--- src/rtl/psum_output_buffer.sv ---
`default_nettype none
// ============================================================================
// psum_output_buffer : per-entry partial-sum store with valid/ready drain
// Rev 1.0
// ============================================================================
`ifndef OUTPUT_BUF_SIZE
`define OUTPUT_BUF_SIZE 32
`endif

module psum_output_buffer #(
    parameter int OUT_NUM = 16,
    parameter int ACC_W   = `OUTPUT_BUF_SIZE,
    localparam int IDX_W  = $clog2(OUT_NUM)
) (
    input  logic             clk_i,
    input  logic             rst_i,
    input  logic             clear_i,
    input  logic             acc_val_i,
    input  logic [ACC_W-1:0] acc_dat_i,
    input  logic             acc_last_i,
    output logic [ACC_W-1:0] acc_dat_o,
    output logic             acc_rdy_o,
    output logic [IDX_W-1:0] wr_idx_o,
    output logic             out_valid_o,
    input  logic             out_ready_i,
    output logic [ACC_W-1:0] out_data_o,
    output logic [IDX_W-1:0] out_idx_o,
    output logic             out_last_o,
    output logic             err_o
);

    localparam logic [IDX_W-1:0] LAST_IDX = IDX_W'(OUT_NUM - 1);

    typedef enum logic [0:0] {
        ST_ACCUM = 1'b0,
        ST_DRAIN = 1'b1
    } state_t;

    state_t           state_q, state_d;
    logic [ACC_W-1:0] psum_q [OUT_NUM];
    logic [ACC_W-1:0] psum_d [OUT_NUM];
    logic [IDX_W-1:0] wr_ptr_q, wr_ptr_d;
    logic [IDX_W-1:0] rd_ptr_q, rd_ptr_d;
    logic             err_q, err_d;

    always_ff @(posedge clk_i or negedge rst_i) begin
        if (!rst_i) begin
            state_q  <= ST_ACCUM;
            wr_ptr_q <= '0;
            rd_ptr_q <= '0;
            err_q    <= 1'b0;
            for (int i = 0; i < OUT_NUM; i++) begin
                psum_q[i] <= '0;
            end
        end else begin
            state_q  <= state_d;
            wr_ptr_q <= wr_ptr_d;
            rd_ptr_q <= rd_ptr_d;
            err_q    <= err_d;
            psum_q   <= psum_d;
        end
    end

    always_comb begin
        state_d  = state_q;
        wr_ptr_d = wr_ptr_q;
        rd_ptr_d = rd_ptr_q;
        err_d    = err_q;
        psum_d   = psum_q;

        if (clear_i) begin
            state_d  = ST_ACCUM;
            wr_ptr_d = '0;
            rd_ptr_d = '0;
            err_d    = 1'b0;
            for (int i = 0; i < OUT_NUM; i++) begin
                psum_d[i] = '0;
            end
        end else begin
            case (state_q)
                ST_ACCUM: begin
                    if (acc_val_i) begin
                        psum_d[wr_ptr_q] = acc_dat_i;
                        if (acc_last_i) begin
                            if (wr_ptr_q == LAST_IDX) begin
                                state_d  = ST_DRAIN;
                                wr_ptr_d = '0;
                                rd_ptr_d = '0;
                            end else begin
                                wr_ptr_d = wr_ptr_q + 1'b1;
                            end
                        end
                    end
                end
                ST_DRAIN: begin
                    // Results arriving while draining are discarded and flagged.
                    if (acc_val_i) begin
                        err_d = 1'b1;
                    end
                    if (out_ready_i) begin
                        psum_d[rd_ptr_q] = '0;
                        if (rd_ptr_q == LAST_IDX) begin
                            state_d  = ST_ACCUM;
                            rd_ptr_d = '0;
                        end else begin
                            rd_ptr_d = rd_ptr_q + 1'b1;
                        end
                    end
                end
                default: state_d = ST_ACCUM;
            endcase
        end
    end

    always_comb begin
        acc_rdy_o   = (state_q == ST_ACCUM);
        acc_dat_o   = (state_q == ST_ACCUM) ? psum_q[wr_ptr_q] : '0;
        wr_idx_o    = wr_ptr_q;
        out_valid_o = (state_q == ST_DRAIN);
        out_data_o  = psum_q[rd_ptr_q];
        out_idx_o   = rd_ptr_q;
        out_last_o  = (state_q == ST_DRAIN) && (rd_ptr_q == LAST_IDX);
        err_o       = err_q;
    end

endmodule

`default_nettype wire

--- config.mk ---
export PLATFORM = sky130hd
export DESIGN_NAME = psum_output_buffer
export DESIGN_NICKNAME = d
export VERILOG_FILES = /design/src/rtl/psum_output_buffer.sv
export SDC_FILE = /design/constraint.sdc
export NUM_CORES = 1
export LEC_CHECK = 0
export CORE_MARGIN = 2
export CORE_UTILIZATION = 55
export CTS_CLUSTER_DIAMETER = 120
export DETAILED_ROUTE_END_ITERATION = 8
export PLACE_DENSITY = 0.75
export SLEW_MARGIN = 5
export SYNTH_ARGS = -nofsm -noshare
export SYNTH_HDL_FRONTEND = slang
export SYNTH_SLANG_ARGS = --single-unit
--- constraint.sdc ---
create_clock -name clk_i -period 6.3 [get_ports clk_i]
set_input_delay 1.575 -clock clk_i [delete_from_list [all_inputs] [get_ports clk_i]]
set_output_delay 1.575 -clock clk_i [all_outputs]
set_load 0.03 [all_outputs]
==> run_results.csv <==
group,metric,value,unit
cells_and_area,nonClockBufferCount,180,
cts,post_cts_resize_count,0,
die,tapcell.inserted,756,
worst_setup_path,reg_to_reg_endpoint,"psum_q[396]",
power_and_ir_drop,p_leak,0.0128,uW
job,log.warning_count,41,
logic_synthesis,syn_area_per_cell,10.4,um2
cells_and_area,num-nets-final,2916,
job,drv_cap,0,
grt,grt_pass1_wl,160000,um
sta,rsz_0062_raised_after_global_routing,"no",
sta,final.setup_skew,0.0195,ns
power_and_ir_drop,max-vdd-ir-drop,0.188,mV
die,design.die.area,58300,um2
worst_setup_path,reg2regPathDepth,6,
sta,finalHoldWorstSlack,0.528,ns
cts,cts_tree,"built",
worst_setup_path,path_class,"reg -> out",
power_and_ir_drop,powerComb,671,uW
power_and_ir_drop,power.density,221,nW/um2
logic_synthesis,synth-xor-area-share,0.0282,%
logic_synthesis,yosys.stat.seqShare,42.1,%
placed_design,placed_cells,3568,
grt,global_route.peak_usage_layer,"met2",
grt,grt_use_met2,52.8,%
logic_synthesis,yosysWarnings,0,
placed_design,detailedPlacementHpwl,58800,um
cts,cts_made_buffers,55,
run_status,status,"finished clean",
detailed_routing,drt_pass1_iterations,8,
worst_setup_path,critical_path.startpoint_type,"register",
sta,slew_headroom,14.9,%
cells_and_area,layout.cells.most_common,"sky130_fd_sc_hd__inv_1",
placed_design,dp_slack,1.30,ns
-- cell usage after synthesis, drive strengths merged, types with 4 or more instances --
master	number	area share (%)
a21oi	24	0.65
a22o	32	0.90
a22oi	96	2.3
buf	199	3.8
clkbuf	155	1.9
dfrtp	522	42
ha	9	0.36
inv	551	6.7
mux2	64	2.3
mux2i	66	2.1
mux4	192	14
nand2	38	0.46
nand3	389	6.3
nand4	6	0.12
nand4b	14	0.40
nand4bb	11	0.40
nor2	6	0.073
nor2b	4	0.081
nor4bb	4	0.13
o21ai	4	0.065
o22ai	32	0.65
o31ai	416	10
o32ai	128	3.6
or4b	4	0.13
-- how the worst max path moves through the flow --
stage                      from       endpoint  slack (ns)  cells after the start
finish              wr_idx_o[1]  acc_dat_o[29]        0.48                      5
global route        wr_idx_o[1]  acc_dat_o[29]        0.56                      5
CTS                 wr_idx_o[1]  acc_dat_o[29]        0.63                      5
detailed placement  wr_idx_o[1]  acc_dat_o[29]        1.30                      5
global placement    wr_idx_o[1]  acc_dat_o[29]        1.32                      5
floorplan           wr_idx_o[0]  acc_dat_o[26]        2.53                      6
-- critical path, stage by stage, from the launching register on --
cell and delay (ns):
sky130_fd_sc_hd__dfrtp_4 0.86, sky130_fd_sc_hd__nand2b_1 0.75, sky130_fd_sc_hd__buf_4 0.40, sky130_fd_sc_hd__o22ai_1 0.13
sky130_fd_sc_hd__o31ai_1 0.67, sky130_fd_sc_hd__clkdlybuf4s50_1 0.81
-- sequential cells by signal, summed over array words and instances (netlist names) --
signal	count
err_o	1
out_idx_o	4
out_valid_o	1
psum_q	512
wr_idx_o	4
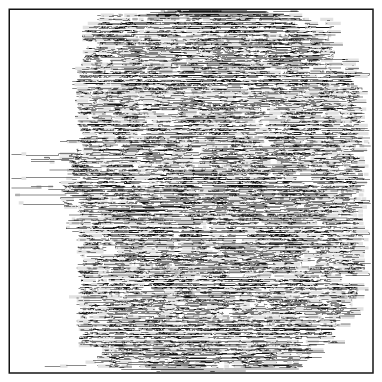
**Above:** metal 1.
Drawn at 1.5 px/um. Cells faint in the background.
nets with wire on the layer: 2,717
share of all routed wire: 37%
main direction: horizontal
wire length on this layer: 38.6 mm
post-detailed-routing wire length: 105,000 um
total via count in the routed design: 26,371
global routing met1 resource utilization: 47.3%

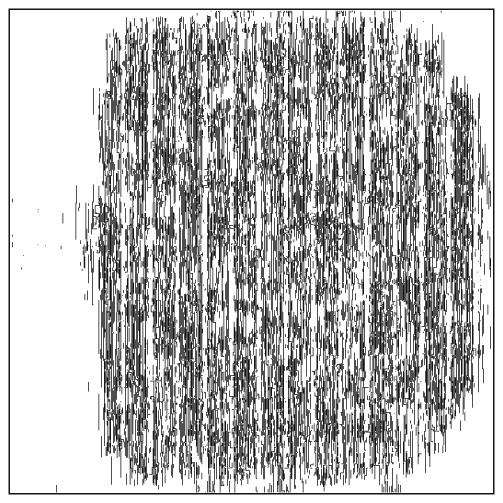
**Above:** signal wires on met2.
Drawn at 2 px/um.
wire length on this layer: 47.2 mm
main direction: vertical

Power is estimated from default activity; no workload was simulated.
